Fig. 1: the clock network
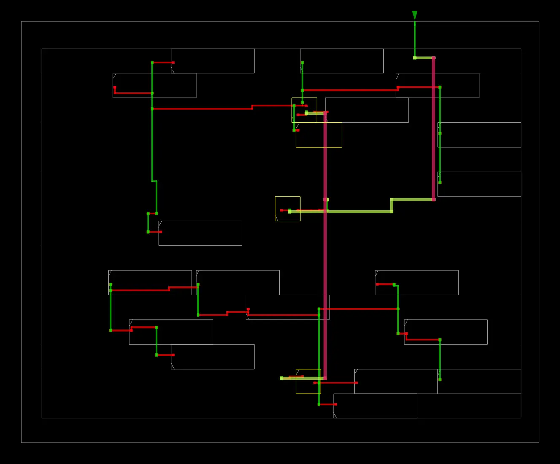
Fig. 2: placement density heat map
Drawn at 6 px/um. The die is cut into 11 by 9 equal tiles; black is low, pale yellow is high, 0 to 100% covered.
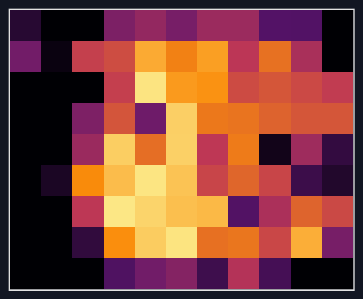
Fig. 3: where the registers sit
Drawn at 6 px/um. Other sequential cells in the stronger gray, the rest of the logic in the fainter gray.
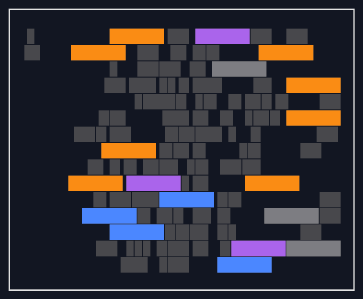
==> src/rtl/dma_xfer_responder_if.sv <==
// Handshake bundle between a DMA initiator and the transfer responder.
// The initiator (master) drives go and dma_req; the responder (slave) drives the rest.
interface dma_xfer_responder_if;
  logic       go;
  logic       dma_req;
  logic       dma_gnt;
  logic       data_transfer;
  logic [7:0] beat_cnt;
  logic       xfer_done;
  logic       xfer_abort;

  modport master (
    output go,
    output dma_req,
    input  dma_gnt,
    input  data_transfer,
    input  beat_cnt,
    input  xfer_done,
    input  xfer_abort
  );

  modport slave (
    input  go,
    input  dma_req,
    output dma_gnt,
    output data_transfer,
    output beat_cnt,
    output xfer_done,
    output xfer_abort
  );
endinterface

==> src/rtl/dma_xfer_responder.sv <==
// DMA transfer responder: accepts a request, grants it GNT_DLY cycles later, then
// signals BURST_LEN transfer beats followed by a one-cycle done pulse.
// Optional feature: define DMA_XFER_RESP_ABORT_EN to let a dropped dma_req during
// the burst abort it (xfer_abort pulse instead of xfer_done). Without it,
// xfer_abort is tied low and every accepted burst runs to completion.
// Every output comes straight from a flop; the flops are loaded from the next state.
module dma_xfer_responder #(
  parameter int unsigned BURST_LEN = 4,
  parameter int unsigned GNT_DLY   = 2
) (
  input  logic                       clk,
  input  logic                       reset_n,
  dma_xfer_responder_if.slave        bus
);

  typedef enum logic [2:0] {
    StIdle,
    StWait,
    StGrant,
    StXfer,
    StDone
  } state_e;

  localparam logic [7:0] BeatLast = 8'(BURST_LEN);
  // WAIT covers GNT_DLY-1 cycles; with GNT_DLY=1 there is nothing to count, so the
  // accepting edge goes straight to GRANT to keep the grant one cycle after acceptance.
  localparam bit         SkipWait = (GNT_DLY == 1);
  localparam logic [3:0] WaitLast = (GNT_DLY > 1) ? 4'(GNT_DLY - 2) : 4'd0;

  state_e     state_q, state_d;
  logic [3:0] wait_cnt_q, wait_cnt_d;
  logic [7:0] beat_cnt_q, beat_cnt_d;
  logic       dma_gnt_q, dma_gnt_d;
  logic       data_transfer_q, data_transfer_d;
  logic       xfer_done_q, xfer_done_d;
`ifdef DMA_XFER_RESP_ABORT_EN
  logic       xfer_abort_q, xfer_abort_d;
`endif

  // Next-state, counters and registered-output next values.
  always_comb begin
    state_d    = state_q;
    wait_cnt_d = wait_cnt_q;
    beat_cnt_d = beat_cnt_q;
`ifdef DMA_XFER_RESP_ABORT_EN
    xfer_abort_d = 1'b0;
`endif

    case (state_q)
      StIdle: begin
        if (bus.go && bus.dma_req) begin
          beat_cnt_d = '0;
          wait_cnt_d = '0;
          state_d    = SkipWait ? StGrant : StWait;
        end
      end
      StWait: begin
        if (wait_cnt_q == WaitLast) begin
          state_d = StGrant;
        end else begin
          wait_cnt_d = wait_cnt_q + 4'd1;
        end
      end
      StGrant: begin
        state_d    = StXfer;
        beat_cnt_d = beat_cnt_q + 8'd1;
      end
      StXfer: begin
        if (beat_cnt_q == BeatLast) begin
          state_d = StDone;
`ifdef DMA_XFER_RESP_ABORT_EN
        end else if (!bus.dma_req) begin
          // Count stays frozen at the beats already delivered.
          state_d      = StIdle;
          xfer_abort_d = 1'b1;
`endif
        end else begin
          beat_cnt_d = beat_cnt_q + 8'd1;
        end
      end
      StDone: begin
        state_d = StIdle;
      end
      default: begin
        state_d = StIdle;
      end
    endcase

    dma_gnt_d       = (state_d == StGrant);
    data_transfer_d = (state_d == StXfer);
    xfer_done_d     = (state_d == StDone);
  end

  // State and output registers; reset clears everything without waiting for a clock.
  always_ff @(posedge clk or negedge reset_n) begin
    if (!reset_n) begin
      state_q         <= StIdle;
      wait_cnt_q      <= '0;
      beat_cnt_q      <= '0;
      dma_gnt_q       <= 1'b0;
      data_transfer_q <= 1'b0;
      xfer_done_q     <= 1'b0;
`ifdef DMA_XFER_RESP_ABORT_EN
      xfer_abort_q    <= 1'b0;
`endif
    end else begin
      state_q         <= state_d;
      wait_cnt_q      <= wait_cnt_d;
      beat_cnt_q      <= beat_cnt_d;
      dma_gnt_q       <= dma_gnt_d;
      data_transfer_q <= data_transfer_d;
      xfer_done_q     <= xfer_done_d;
`ifdef DMA_XFER_RESP_ABORT_EN
      xfer_abort_q    <= xfer_abort_d;
`endif
    end
  end

  assign bus.dma_gnt       = dma_gnt_q;
  assign bus.data_transfer = data_transfer_q;
  assign bus.beat_cnt      = beat_cnt_q;
  assign bus.xfer_done     = xfer_done_q;
`ifdef DMA_XFER_RESP_ABORT_EN
  assign bus.xfer_abort    = xfer_abort_q;
`else
  assign bus.xfer_abort    = 1'b0;
`endif

endmodule
==> src/flat_wrapper.sv <==
// flat-port wrapper written by rule: the top's interface ports become plain ports
module dma_xfer_responder_flat 
#(
  parameter int unsigned BURST_LEN = 4,
  parameter int unsigned GNT_DLY   = 2
)
  (clk, reset_n, bus_go, bus_dma_req, bus_dma_gnt, bus_data_transfer, bus_beat_cnt, bus_xfer_done, bus_xfer_abort);
  dma_xfer_responder_if bus_i ();
  input  logic clk;
  input  logic reset_n;
  input wire logic [$bits(bus_i.go)-1:0] bus_go;
  input wire logic [$bits(bus_i.dma_req)-1:0] bus_dma_req;
  output wire logic [$bits(bus_i.dma_gnt)-1:0] bus_dma_gnt;
  output wire logic [$bits(bus_i.data_transfer)-1:0] bus_data_transfer;
  output wire logic [$bits(bus_i.beat_cnt)-1:0] bus_beat_cnt;
  output wire logic [$bits(bus_i.xfer_done)-1:0] bus_xfer_done;
  output wire logic [$bits(bus_i.xfer_abort)-1:0] bus_xfer_abort;
  assign bus_i.go = bus_go;
  assign bus_i.dma_req = bus_dma_req;
  assign bus_dma_gnt = bus_i.dma_gnt;
  assign bus_data_transfer = bus_i.data_transfer;
  assign bus_beat_cnt = bus_i.beat_cnt;
  assign bus_xfer_done = bus_i.xfer_done;
  assign bus_xfer_abort = bus_i.xfer_abort;
  dma_xfer_responder #(.BURST_LEN(BURST_LEN), .GNT_DLY(GNT_DLY)) u_core (.clk(clk), .reset_n(reset_n), .bus(bus_i));
endmodule
==> config.mk <==
export PLATFORM = sky130hd
export DESIGN_NAME = dma_xfer_responder_flat
export DESIGN_NICKNAME = d
export VERILOG_FILES = /design/src/rtl/dma_xfer_responder_if.sv /design/src/rtl/dma_xfer_responder.sv /design/src/flat_wrapper.sv
export SDC_FILE = /design/constraint.sdc
export NUM_CORES = 1
export LEC_CHECK = 0
export CAP_MARGIN = 5
export CORE_ASPECT_RATIO = 0.8
export CORE_MARGIN = 2
export CORE_UTILIZATION = 42
export CTS_CLUSTER_DIAMETER = 60
export DETAILED_ROUTE_END_ITERATION = 6
export GPL_TIMING_DRIVEN = 0
export PLACE_DENSITY = 0.75
export SYNTH_ARGS = -nofsm -noshare
export SYNTH_HDL_FRONTEND = slang
export SYNTH_SLANG_ARGS = --single-unit
==> constraint.sdc <==
create_clock -name clk -period 3.25 [get_ports clk]
set_input_delay 0.4875 -clock clk [delete_from_list [all_inputs] [get_ports clk]]
set_output_delay 0.4875 -clock clk [all_outputs]
set_load 0.005 [all_outputs]
==> Slide: Implementation Results <==
Flow Results at a Glance

Cells and area
  – Comb area share: 38.9%
  – Seq cells: 18
  – Seq. cell area: 450 sq um
  – Layout cell share with drive strength beyond 1: 10.8%
  – Fin nets: 120
  – Design area: 0.00116 sq mm
  – ANT cells: 0
  – Fraction of cell area in non-clock buffers: 13.5%
  – FILL cells: 180
  – MI comb area: 450 sq um
  – Largest cell class: flip-flops and latches
  – Flop share of the area: 38.9%
  – Top logic cells by instance count in the layout: 18 x dfrtp_1, 14 x clkdlybuf4s50_1, 9 x inv_1, 5 x o21ai_0
  – Buffers excl. clock: 17
  – Multi-input logic cell count: 63
  – Clock-cell share of area: 3.13%
  – Inverters: 9

Final timing
  – Final setup viols: 0
  – Setup WS post-layout: 1.39 ns
  – Clock Skew: 0.00568 ns
  – RSZ-0062 raised after global routing: false
  – Max Freq: 536 MHz
  – Slew Viols, Final: 0
  – Fin Setup TNS: 0 ns

Global route
  – GRT Overall Usage: 16.8%
  – Gr busiest metal: met2
  – Largest net degree at the start of global routing: 19
  – GRT met3 Usage: 2.25%
  – Global-route wire length before repair: 3.34 mm
  – Initial antenna violation count: 0
  – Vias in the first global route: 733
  – Met1 usage: 21.4%

Clock tree
  – CTS tree: done
  – CTS Hold Bufs: 0
  – Post-CTS setup buffer count: 0
  – Number of buffers created by CTS: 3
  – Maximum root-to-sink buffer count: 2
  – Post-CTS resize count: 0
  – CTS H-Tree Depth: 1

Synthesis
  – Post-synthesis register bit count: 18
  – Post-synthesis mux area share: 4.21%
  – Adder-Cell Fraction of Synth Area: 5.26%
  – Main synth FF type: dfrtp_1
  – Simple share: 21.2%
  – Post-Syn Instances: 93
  – AO/OA Area Share: 16.3%
  – Post-synth cell types: 38
  – Yosys Instances: 93
  – Top logic family: simple AND/OR/NAND/NOR gates
  – Post-Synth XOR/XNOR Area: 0%

Setup path
  – CP startpoint kind: flip-flop
  – Critical-path top delay cell: clkdlybuf4s50_1
  – Worst setup EP type: primary output
  – Crit-path cells: clkdlybuf4s50_1
  – Cell family with most CP delay: buffers and inverters
  – CP Max Fanout: 8
  – Crit path arrival time: 1.38 ns
  – Crit path buffers/inverters: 1

Drt
  – Met1 wire length: 934 um
  – Residual DRC: 0
  – Final wirelength: 2.03 mm
  – Vias per inst: 5.85
  – DRT antenna net count: 0
  – Vias: 796
  – DR WL/cell: 14.9 um

Placed design
  – Routability congestion estimate: 0.869
  – Post-detail-place hpwl: 1.50 mm
  – Port Buffers: 14

Power and ir drop
  – Sw Ratio: 39.0%
  – Seq. pwr: 437 uW
  – Pwr Total: 1.07 mW
  – P per Cell Area: 925 mW/mm^2
  – Combinational power: 491 uW
  – Clk pwr share: 13.4%
  – Cell leakage power: 0.512 nW
  – Seq pwr share: 40.8%
  – Main power group: combinational logic

Min path
  – Hold Path Class: flip-flop to flip-flop

Floorplan
  – Chip area: 0.00266 sq mm
  – Num tapcells: 25
  – Die Ht: 46.6 um
  – Die Wd: 57.2 um

Run
  – Max Cap Viol: 0

Outcome
  – Status: completed
Back to the opening pictures, Fig. 1:
Latency at later pin: 0.31 ns
total clock sinks: 18
clk pwr: 143 uW
clock buf count: 4

Back to the opening pictures, Fig. 2:
The fullest tile reaches 95%. The densest ninth of the die: middle. The mean over all tiles is 42%. 19% of the tiles are over 75% full. 21% of the tiles are nearly empty.
FP Util: 44.1%
final core utilization: 53.7%
core area: 0.00216 sq mm

Back to the opening pictures, Fig. 3:
Key: u_core.bus.beat_cnt = orange [sequential cells 8]; u_core.wait_cnt_q = blue [sequential cells 4, where bottom middle]; u_core.state_q = purple [sequential cells 3]
Another 3 sequential cells are not colored.

==> registers in the layout (all words and copies together), names as in the netlist <==
| signal | cells |
|---|---|
| u_core.state_q | 3 |
| u_core.bus.beat_cnt | 8 |
| u_core.bus.xfer_done | 1 |
| u_core.bus.data_transfer | 1 |
| u_core.bus.dma_gnt | 1 |
| u_core.wait_cnt_q | 4 |
==> kinds of logic (layout without fill, tap and decap cells) <==
family	count (synthesis)	after routing
fa+ha+maj	4	4
mux	4	4
simple gates	31	31
buf+inv	12	30
compound gates	23	23
flops	18	18
other cells	1	1
==> worst paths after layout <==
| check | start | to | slack (ns) | depth (start not counted) |
|---|---|---|---|---|
| worst min-delay path | u_core.wait_cnt_q[0] | u_core.wait_cnt_q[0] | 0.55 | 1 |
| worst min register to register | u_core.wait_cnt_q[0] | u_core.wait_cnt_q[0] | 0.55 | 1 |
| max in group asynchronous | reset_n | u_core.bus.beat_cnt[6] | 2.13 | 1 |
| worst max-delay path | u_core.bus.beat_cnt[4] | bus_beat_cnt[4] | 1.39 | 1 |
| min in group asynchronous | reset_n | u_core.bus.dma_gnt | 0.63 | 1 |
| worst max register to register | u_core.bus.beat_cnt[0] | u_core.bus.beat_cnt[3] | 1.54 | 5 |
==> synthesized netlist by cell type (2+ instances only) <==
master     n  area [sq um]
a211oi_1   2          15.0
a21oi_1    4          20.0
a221o_1    2          20.0
and3_1     2          12.5
dfrtp_1   18           450
ha_1       4          50.1
inv_1      9          33.8
mux2i_1    4          40.0
nand2b_1   3          18.8
nand3_1    3          15.0
nand4_1    2          12.5
nor2_1     4          15.0
nor2b_1    2          12.5
o21ai_0    5          25.0
o21bai_1   2          15.0
o22ai_1    2          12.5
or2_2      3          18.8
or4_1      2          15.0
Power and IR drop assume default switching activity.
